File: src/rtl/irq_arb_pkg.sv
// Shared types for the interrupt one-hot arbiter: request width, grant index
// and the two-state grant FSM.
package irq_arb_pkg;

    localparam int NUM_REQ = 8;

    typedef logic [2:0] idx_t;

    typedef enum logic {
        IDLE  = 1'b0,
        GRANT = 1'b1
    } state_t;

endpackage

File: src/rtl/rr_pick8.sv
// Combinational picker: first eligible line scanning upward from ptr with
// wrap (rotating mode), or lowest eligible line (fixed mode).
module rr_pick8
    import irq_arb_pkg::*;
(
    input  logic [NUM_REQ-1:0] eligible,
    input  idx_t               ptr,
    input  logic               rr_en,
    output logic [NUM_REQ-1:0] onehot,
    output idx_t               idx,
    output logic               any
);

    idx_t start;
    idx_t cand;

    // NOTE: every output gets a default before the scan so no path leaves
    // a value unassigned, which would otherwise infer a latch.
    always_comb begin
        onehot = '0;
        idx    = '0;
        any    = 1'b0;
        cand   = '0;
        start  = rr_en ? ptr : idx_t'(0);
        // 3-bit addition wraps 7 -> 0 naturally.
        for (int i = 0; i < NUM_REQ; i++) begin
            cand = start + idx_t'(i);
            if (!any && eligible[cand]) begin
                any = 1'b1;
                idx = cand;
            end
        end
        if (any) begin
            onehot = NUM_REQ'(1) << idx;
        end
    end

endmodule

File: src/rtl/irq_onehot_arbiter.sv
// Edge-captured interrupt requests with per-line mask, sticky pending and
// overflow, and a registered one-hot grant held until acknowledged.
module irq_onehot_arbiter
    import irq_arb_pkg::*;
#(
    parameter int ROUND_ROBIN = 1
) (
    input  logic               clk,
    input  logic               rst_n,
    input  logic [NUM_REQ-1:0] req_in,
    input  logic [NUM_REQ-1:0] mask,
    input  logic               grant_ack,
    input  logic               ovf_clr,
    output logic [NUM_REQ-1:0] grant_onehot,
    output logic               grant_valid,
    output logic [NUM_REQ-1:0] pending,
    output logic               overflow
);

    logic [NUM_REQ-1:0] req_q, req_d;
    logic [NUM_REQ-1:0] pending_q, pending_d;
    logic [NUM_REQ-1:0] grant_q, grant_d;
    logic               valid_q, valid_d;
    logic               overflow_q, overflow_d;
    idx_t               rr_ptr_q, rr_ptr_d;
    idx_t               gidx_q, gidx_d;
    state_t             state_q, state_d;

    logic [NUM_REQ-1:0] evt;
    logic [NUM_REQ-1:0] clr;
    logic [NUM_REQ-1:0] eligible;
    logic [NUM_REQ-1:0] pick_onehot;
    idx_t               pick_idx;
    logic               pick_any;

    rr_pick8 u_pick (
        .eligible (eligible),
        .ptr      (rr_ptr_q),
        .rr_en    (ROUND_ROBIN != 0),
        .onehot   (pick_onehot),
        .idx      (pick_idx),
        .any      (pick_any)
    );

    always_comb begin
        evt      = req_in & ~req_q;
        clr      = (state_q == GRANT && grant_ack) ? grant_q : '0;
        eligible = pending_q & ~mask;

        req_d     = req_in;
        // A fresh event on the bit being acked re-arms it rather than losing it.
        pending_d = (pending_q & ~clr) | evt;

        if ((evt & pending_q & ~clr) != '0) begin
            overflow_d = 1'b1;
        end else if (ovf_clr) begin
            overflow_d = 1'b0;
        end else begin
            overflow_d = overflow_q;
        end

        state_d  = state_q;
        grant_d  = grant_q;
        valid_d  = valid_q;
        gidx_d   = gidx_q;
        rr_ptr_d = rr_ptr_q;

        case (state_q)
            IDLE: begin
                if (pick_any) begin
                    grant_d = pick_onehot;
                    gidx_d  = pick_idx;
                    valid_d = 1'b1;
                    state_d = GRANT;
                end
            end
            GRANT: begin
                // Mask is not consulted here: a live grant is never revoked.
                if (grant_ack) begin
                    grant_d  = '0;
                    valid_d  = 1'b0;
                    rr_ptr_d = gidx_q + idx_t'(1);
                    state_d  = IDLE;
                end
            end
            default: state_d = IDLE;
        endcase
    end

    // NOTE: sequential state uses non-blocking assignments so every flop
    // samples the pre-edge value of every other flop.
    always_ff @(posedge clk) begin
        if (!rst_n) begin
            req_q      <= '0;
            pending_q  <= '0;
            grant_q    <= '0;
            valid_q    <= 1'b0;
            overflow_q <= 1'b0;
            rr_ptr_q   <= '0;
            gidx_q     <= '0;
            state_q    <= IDLE;
        end else begin
            req_q      <= req_d;
            pending_q  <= pending_d;
            grant_q    <= grant_d;
            valid_q    <= valid_d;
            overflow_q <= overflow_d;
            rr_ptr_q   <= rr_ptr_d;
            gidx_q     <= gidx_d;
            state_q    <= state_d;
        end
    end

    assign grant_onehot = grant_q;
    assign grant_valid  = valid_q;
    assign pending      = pending_q;
    assign overflow     = overflow_q;

endmodule

File: config.mk
export PLATFORM = sky130hd
export DESIGN_NAME = irq_onehot_arbiter
export DESIGN_NICKNAME = d
export VERILOG_FILES = /design/src/rtl/irq_arb_pkg.sv /design/src/rtl/rr_pick8.sv /design/src/rtl/irq_onehot_arbiter.sv
export SDC_FILE = /design/constraint.sdc
export NUM_CORES = 1
export LEC_CHECK = 0
export ABC_AREA = 1
export CELL_PAD_IN_SITES_DETAIL_PLACEMENT = 1
export CELL_PAD_IN_SITES_GLOBAL_PLACEMENT = 1
export CORE_MARGIN = 2
export CORE_UTILIZATION = 34
export CTS_CLUSTER_SIZE = 28
export DETAILED_ROUTE_END_ITERATION = 10
export PLACE_DENSITY_LB_ADDON = 0.1
export SYNTH_ARGS = -nofsm -noshare
export SYNTH_HDL_FRONTEND = slang
export SYNTH_HIERARCHICAL = 1
export SYNTH_SLANG_ARGS = --single-unit
export TNS_END_PERCENT = 20
File: constraint.sdc
create_clock -name clk -period 3.5 [get_ports clk]
set_clock_uncertainty 0.15 [all_clocks]
set_input_delay 0.7 -clock clk [delete_from_list [all_inputs] [get_ports clk]]
set_output_delay 0.7 -clock clk [all_outputs]
set_load 0.02 [all_outputs]
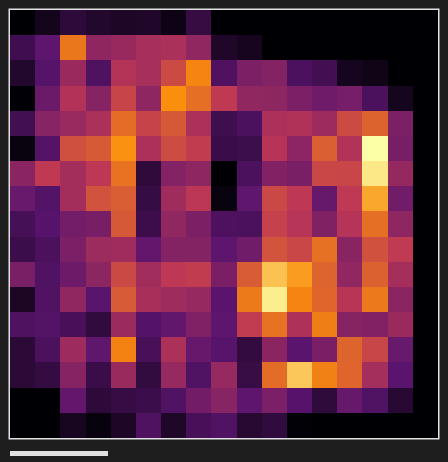
(run_1/metal_density.png)
The bar under the picture is 20 um long. 17 x 17 tiles, from black (low) to pale yellow (high), scaled to the fullest tile. Values are wire area over tile area, all layers added.
tiles over half the peak	22%
mean over tiles	0.14
nearly empty tiles	15%
fullest tile	0.45
GRT Total Usage: 20.4%
via count: 2,490
drt wl/cell: 14.4 um

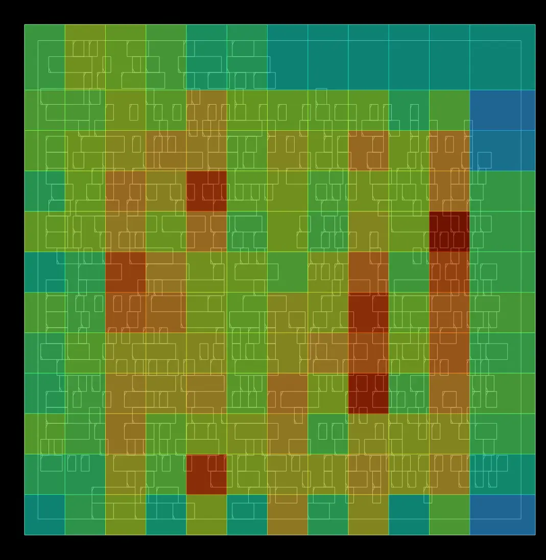
(run_1/congestion.png)
GR Util met3: 2.65%
Final Util: 42.7%

==> ci_impl_report.md, run 1 <==
### Yosys + OpenROAD results

| Metric | Value |
|---|---|
| Die Y | `87.1 um` |
| Gate power share | `44.8%` |
| Most numerous logic cells after layout | `nand2_1, nand3_1, nor2_1` |
| Pwr Density | `478 nW/um^2` |
| Number of setup buffers added after CTS | `0` |
| Number of routed nets with antenna violations | `0` |
| FFs w/ async S/R, synth | `0%` |
| Critical Path End | `grant_onehot[4]` |
| Grt total ovfl | `0` |
| DP Worst Slack | `roughly 0.25 ns` |
| Hpwl dp | `roughly 5.7 mm` |
| Stage-log warning count | `26` |
| TritonCTS Buffers | `5` |
| CP most frequent cell | `nand2_2` |
| Kind of cell adding the most delay to the critical path | `simple AND/OR/NAND/NOR gates` |
| Startpoint Class | `flop` |
| Bufs and invs on worst path | `2` |
| R2r worst-path depth | `14` |
| Stages on worst setup path | `14` |
| Status | `completed` |
| CP endpoint kind | `flop` |
| Fin Setup TNS | `0 ns` |
| Vias in the first global route | `2,562` |
| Placed instance count | `roughly 480` |
| Site Rows | `30` |
| # H-tree levels | `2` |
| GRT busiest layer | `met2` |
| Tap Count | `80` |
| Flop2flop setup slack | `around 0.50 ns` |
| Flop area | `roughly 660 um^2` |
| Die width | `just under 90 um` |
| Top cells, area | `dfxtp_1, nand3_1, nand2_1, nor2_1, inv_1` |
| Met1 Resource Use GR | `a little over a quarter` |
| Largest area class, layout | `multi-input combinational cells` |
| And+or+nand+nor area frac | `about half` |
| Comb gate area | `approximately 1400 um^2` |
| Final tally of hold violations | `0` |
| Hold_buf cts | `0` |
| Clock Path Buffers | `2` |
| CTS-repair resized insts | `0` |
| Hold Crit Endpoint | `rr_ptr_q[0]` |
| Reg-to-Reg Start | `rr_ptr_q[1]` |
| Via density | `roughly 5.1` |
| CTS clk-pin slew, worst paths | `0.06 ns` |
| Int Pwr | `about 0.0008 W` |
| CP Data Arrival Time | `3.00 ns` |
| Main flop type | `dfxtp_1` |
| Reg power frac | `around 35%` |
| Yosys Instances | `around 370` |
| Final-layout clock buffer total | `7` |
| Clk Tree Root Cell | `clkbuf_8` |
| Fin crit period | `3.00 ns` |
| Clock group | `between 0.0002 and 0.0003 W` |
| MUX area fraction | `0%` |
| Area Growth Syn to Fin | `22.2%` |
| Synth top area share | `~28%` |
| Antenna cell count | `0` |
| WL met1 | `3.28 mm` |
| CP peak stage delay | `0.52 ns` |
| Synth flops | `33` |
| Max-cap violations | `0` |
| Seq area share | `between 20% and 30%` |
| Detailed Route Iter0 Violations | `approximately 60` |
| Nonclk buf count | `41` |
| Most common cell in the synthesized netlist | `nand2_1` |
| Setup violations, final | `0` |
| Critical path class | `reg -> reg` |
| Largest net degree at the start of global routing | `18` |
| Max VDD drop | `0.257 mV` |
| Met2 usage | `a little over a third` |
| Required time of the worst setup path | `approximately 3.5 ns` |
| Synth Instances | `368` |
| Top cells by count | `nand2_1, nand3_1, nor2_1, inv_1, dfxtp_1` |
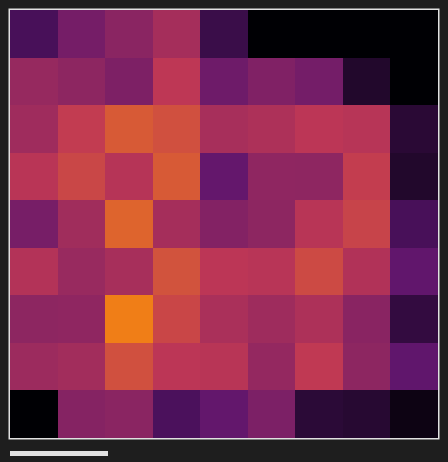
(run_1/cell_density.png)
The bar under the picture is 20 um long. 9 x 9 tiles, from black (low) to pale yellow (high), 0 to 100% covered.
emptiest ninth of the die	top right
nearly empty tiles	7.4%
mean over tiles	37%
fullest tile	71%

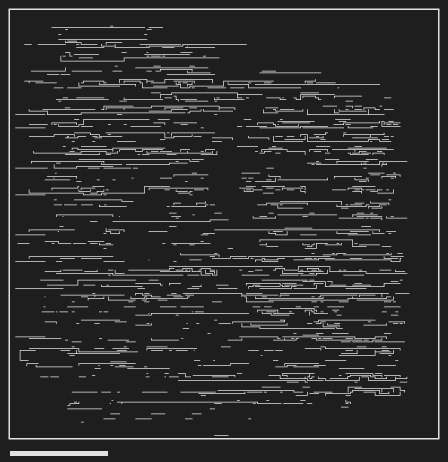
(run_1/layer_met1.png)
The bar under the picture is 20 um long.
nets with wire on the layer	399
main direction	horizontal
share of all routed wire	47%
longest straight run	33.6 um

==> run 2, diff against run 1 <==
--- a/config.mk
+++ b/config.mk
@@ -13,6 +13,7 @@
 export CTS_CLUSTER_SIZE = 28
 export DETAILED_ROUTE_END_ITERATION = 10
 export PLACE_DENSITY_LB_ADDON = 0.1
+export SKIP_CTS_REPAIR_TIMING = 1
 export SYNTH_ARGS = -nofsm -noshare
 export SYNTH_HDL_FRONTEND = slang
 export SYNTH_HIERARCHICAL = 1
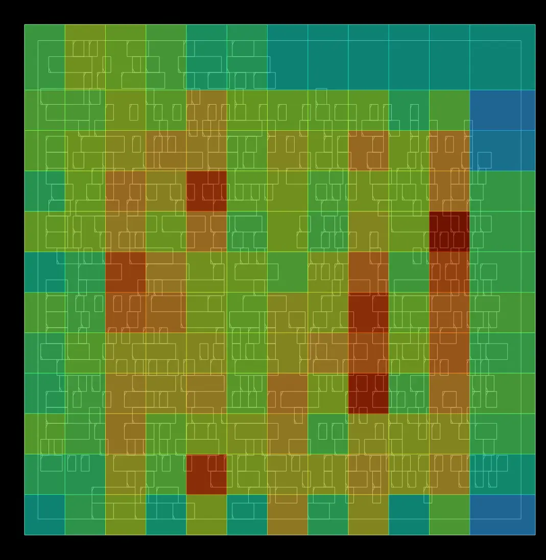
(run_2/congestion.png)
met1 Resource Use GR: 26.0%
met2 usage: 35.5%
GRT busiest layer: met2

==> run 2 against run 1 <==
Against the previous run: wire length did not move; die area did not move; first-iteration DRC count did not move; clock power barely moved; global-route usage did not move.
==> ci_impl_report.md, run 2 <==
### Yosys + OpenROAD results

| Metric | Value |
|---|---|
| CTS tree | `yes` |
| Inverter count | `~46` |
| Synth area leader | `dfxtp_1` |
| Yosys xor share | `less than 1%` |
| Buffering overhead | `14.0%` |
| Max VDD drop | `~0.26 mV` |
| Syn_area_per_cell | `around 6.4 um^2` |
| Critical path class | `reg -> reg` |
| Aoi share | `under 10%` |
| Stage-log warning count | `26` |
| CP most frequent cell | `nand2_2` |
| Grt total ovfl | `0` |
| Max-cap violations | `0` |
| Area Growth Syn to Fin | `22.2%` |
| Design area | `between 2000 and 3000 um^2` |
| Logic power comb | `between 0.0006 and 0.0007 W` |
| Top Ports | `38` |
| DR WL met2 | `around 3.5 mm` |
| Top cells, area | `dfxtp_1, nand3_1, nand2_1, nor2_1, inv_1` |
| Synth cell types | `35` |
| Psw | `0.000566 W` |
| Fin Setup TNS | `0 ns` |
| Crit-path slowest cell | `dfxtp_1` |
| Synth flops | `33` |
| Layout clock area frac | `3.01%` |
| Top logic family | `simple AND/OR/NAND/NOR gates` |
| Cell Chain, Critical Path | `nand2_2 > ha_1 > inv_1 > nand3_1 > nand3_2 > nand2_4 > nor2_8 > nand4_4 > nor2_4 > nand3b_1 > nand2_2 > inv_2 > nand2_1 > a21oi_1` |
| Drt wl/cell | `about 14 um` |
| Reg-to-Reg Start | `rr_ptr_q[1]` |
| P_leak | `about 1.4 nW` |
| Latency at later pin | `0.28 ns` |
| Final worst-path setup slack | `0.501 ns` |
| GRT Total Usage | `20.4%` |
| Sink Count | `33` |
| Final-layout clock buffer total | `7` |
| Routed wl met3 | `189 um` |
| First-pass GRT wire length | `~12 mm` |
| Status | `completed` |
| CP Data Arrival Time | `~3.0 ns` |
| Initial antenna violation count | `0` |
| Pwr Density | `between 400 and 500 nW/um^2` |
| Top Consumer | `combinational cells` |
| Placement Cell Area | `around 2800 um^2` |
| Cell area after synthesis | `2350 um^2` |
| Detailed Route Iter0 Violations | `roughly 61` |
| Bufs and invs on worst path | `2` |
| Layout cells sized above 1 | `between 10% and 20%` |
| IO buf count | `37` |
| Worst-Margin Slew | `0.642 ns` |
| Kind of cell adding the most delay to the critical path | `simple AND/OR/NAND/NOR gates` |
| DP Worst Slack | `0.247 ns` |
| Comb gate area | `around 1400 um^2` |
| Fmax | `around 330 MHz` |
| Clk Tree Root Cell | `clkbuf_8` |
| Relative slew margins | `57.1%` |
| Worst hold start | `gidx_q[0]` |
| Via density | `~5` |
| Die width | `87.1 um` |
| Non-filler instance count after layout | `489` |
| Site Rows | `30` |
| Int Pwr | `between 0.0008 and 0.0009 W` |
| Design Power | `around 0.0014 W` |
| Starting Density | `34.9%` |
| GR Util met3 | `2.65%` |
| Nonclk buf count | `41` |
| Hold path cells | `1` |
| DRT Pass-1 Iters | `4` |
| Tap Count | `roughly 80` |
| TritonCTS Buffers | `5` |
| Flip-flops with a built-in enable | `0` |
| Clk pwr share | `roughly a fifth` |
| Worst reg2reg endpoint | `grant_onehot[4]` |
| Fin crit period | `3.00 ns` |
| Placed instance count | `482` |
| Critical path launch point | `rr_ptr_q[1]` |
| CTS clk-pin slew, worst paths | `0.06 ns` |
| Stages on worst setup path | `14` |
| Hpwl dp | `between 5 and 6 mm` |
| RSZ-0062 raised after global routing | `false` |
| Cycle use final | `approximately 86%` |
| Overall routed net length | `7.05 mm` |
| DRC | `0` |
| Max Used Layer | `met4` |
| Seq area share | `a little under a quarter` |
| Filler cells | `slightly above 900` |
| Seq group | `~0.00047 W` |
| Gate power share | `about 45%` |
| Flop area | `roughly 660 um^2` |
| Top cells by count | `nand2_1, nand3_1, nor2_1, inv_1, dfxtp_1` |
| Area reported by Yosys stat | `~2300 um^2` |
| Die Y | `87.1 um` |
| Combinational share of cell area | `between 50% and 60%` |
| Logic Gate Count | `between 200 and 300` |
| Main flop type | `dfxtp_1` |
| Final tally of hold violations | `0` |
| Most common cell in the synthesized netlist | `nand2_1` |
| Yosys Instances | `368` |
| # H-tree levels | `2` |
| WL met1 | `3.28 mm` |
| Antenna cell count | `0` |
| MUX area fraction | `0%` |
| Largest area class, layout | `multi-input combinational cells` |
| Synth Instances | `~370` |
| R2r worst-path depth | `14` |
| Setup violations, final | `0` |
| Gp weighted congestion | `between 0.9 and 1` |
| Min-Delay Path Class | `reg -> reg` |
| Seq cells | `33` |
| Reg power frac | `roughly a third` |
| Nets | `431` |
| Sequential-to-total area share from yosys stat | `28.2%` |
| Critical Path End | `grant_onehot[4]` |
| Clock group | `0.000284 W` |
| And+or+nand+nor area frac | `51.1%` |
| Core area | `6720 um^2` |
| Flop2flop setup slack | `approximately 0.50 ns` |
| Via count | `~2,500` |
| Startpoint Class | `flop` |
| Worst hold slack | `about 0.34 ns` |
| Max Slew Vio Count | `0` |
| Final Util | `a little over two fifths` |
| Clock Path Buffers | `2` |
| Synth top area share | `approximately 28%` |
| CP peak stage delay | `0.52 ns` |
| Synthesis Warnings | `6` |
| Largest net degree at the start of global routing | `18` |
| Vias in the first global route | `2,562` |
| Synth Area in Adders | `under 10%` |
| Die ar. | `between 7000 and 8000 um^2` |
| Most frequent logic cell in the layout | `nand2_1` |
| Number of routed nets with antenna violations | `0` |
| Required time of the worst setup path | `about 3.5 ns` |
| FFs w/ async S/R, synth | `0%` |
| Most numerous logic cells after layout | `nand2_1, nand3_1, nor2_1` |
| CP endpoint kind | `flop` |
| Hold Crit Endpoint | `rr_ptr_q[0]` |
| Crit-path max FO | `12` |
==> run_2/layer_met2.png <==
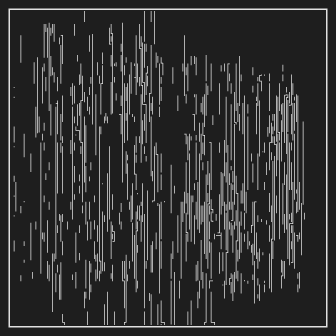

==> run 3, diff against run 2 <==
--- a/config.mk
+++ b/config.mk
@@ -6,6 +6,7 @@
 export NUM_CORES = 1
 export LEC_CHECK = 0
 export ABC_AREA = 1
+export ABC_CLOCK_PERIOD_IN_PS = 2600
 export CELL_PAD_IN_SITES_DETAIL_PLACEMENT = 1
 export CELL_PAD_IN_SITES_GLOBAL_PLACEMENT = 1
 export CORE_MARGIN = 2
==> constraint.sdc (replaced) <==
create_clock -name clk -period 2.6 [get_ports clk]
set_clock_uncertainty 0.15 [all_clocks]
set_input_delay 0.39 -clock clk [delete_from_list [all_inputs] [get_ports clk]]
set_output_delay 0.39 -clock clk [all_outputs]
set_load 0.02 [all_outputs]
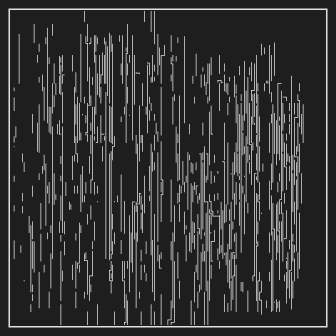
(run_3/layer_met2.png)
longest straight run	53.5 um
share of all routed wire	50%
main direction	vertical
nets with wire on the layer	396
wire length on this layer	3,740 um

==> run 3 against run 2 <==
Against the previous run: via count up 3.8%; sequential power grew 33%; critical path depth unchanged; area after synthesis is the same; final cell count up 4.1%.
==> ci_impl_report.md, run 3 <==
### Yosys + OpenROAD results

| Metric | Value |
|---|---|
| Status | `completed` |
| P_leak | `approximately 1.5 nW` |
| Flop area | `between 600 and 700 um^2` |
| Site Rows | `30` |
| Gate power share | `between 50% and 60%` |
| Inverter count | `approximately 46` |
| Synthesis Warnings | `6` |
| MUX area fraction | `0%` |
| Worst hold start | `gidx_q[0]` |
| DRC | `0` |
| Synth Area in Adders | `approximately 1.1%` |
| Flop2flop setup slack | `between 0.015 and 0.02 ns` |
| Max Slew Vio Count | `0` |
| Synth area leader | `dfxtp_1` |
| GR Util met3 | `~2.3%` |
| Combinational share of cell area | `51.3%` |
| Top logic family | `simple AND/OR/NAND/NOR gates` |
| Most common cell in the synthesized netlist | `nand2_1` |
| Synth top area share | `between 20 and 30%` |
| Largest net degree at the start of global routing | `18` |
| Antenna cell count | `0` |
| Clock group | `~0.00037 W` |
| Fin Setup TNS | `0 ns` |
| Clock Path Buffers | `2` |
| Most frequent logic cell in the layout | `nand2_1` |
| Area Growth Syn to Fin | `38.6%` |
| Sink Count | `33` |
| Seq area share | `between 20% and 30%` |
| CTS tree | `yes` |
| Max Used Layer | `met4` |
| Design Power | `0.00202 W` |
| Worst reg2reg endpoint | `grant_onehot[2]` |
| Die ar. | `7580 um^2` |
| Seq cells | `33` |
| Grt total ovfl | `0` |
| Cell area after synthesis | `approximately 2300 um^2` |
| FFs w/ async S/R, synth | `0%` |
| Hold Crit Endpoint | `rr_ptr_q[0]` |
| Non-filler instance count after layout | `slightly above 500` |
| Via count | `2,584` |
| Bufs and invs on worst path | `2` |
| Top cells by count | `nand2_1, nand3_1, nor2_1, inv_1, dfxtp_1` |
| Logic Gate Count | `approximately 280` |
| # H-tree levels | `2` |
| Int Pwr | `around 0.0012 W` |
| Starting Density | `around a third` |
| Layout cells sized above 1 | `between 20% and 30%` |
| Design area | `around 3300 um^2` |
| Final worst-path setup slack | `approximately 0.016 ns` |
| Final Util | `about 48%` |
| And+or+nand+nor area frac | `between 50% and 60%` |
| Required time of the worst setup path | `2.66 ns` |
| Seq group | `around 0.00063 W` |
| Die width | `87.1 um` |
| Filler cells | `just under 900` |
| Syn_area_per_cell | `6.38 um^2` |
| DR WL met2 | `3.74 mm` |
| Clk pwr share | `between 10% and 20%` |
| Reg-to-Reg Start | `rr_ptr_q[0]` |
| Placed instance count | `between 400 and 500` |
| Overall routed net length | `between 7 and 8 mm` |
| CTS clk-pin slew, worst paths | `about 0.07 ns` |
| Yosys Instances | `368` |
| Startpoint Class | `flop` |
| First-pass GRT wire length | `12.5 mm` |
| RSZ-0062 raised after global routing | `true` |
| Drt wl/cell | `roughly 15 um` |
| TritonCTS Buffers | `5` |
Power is estimated from default activity; no workload was simulated.
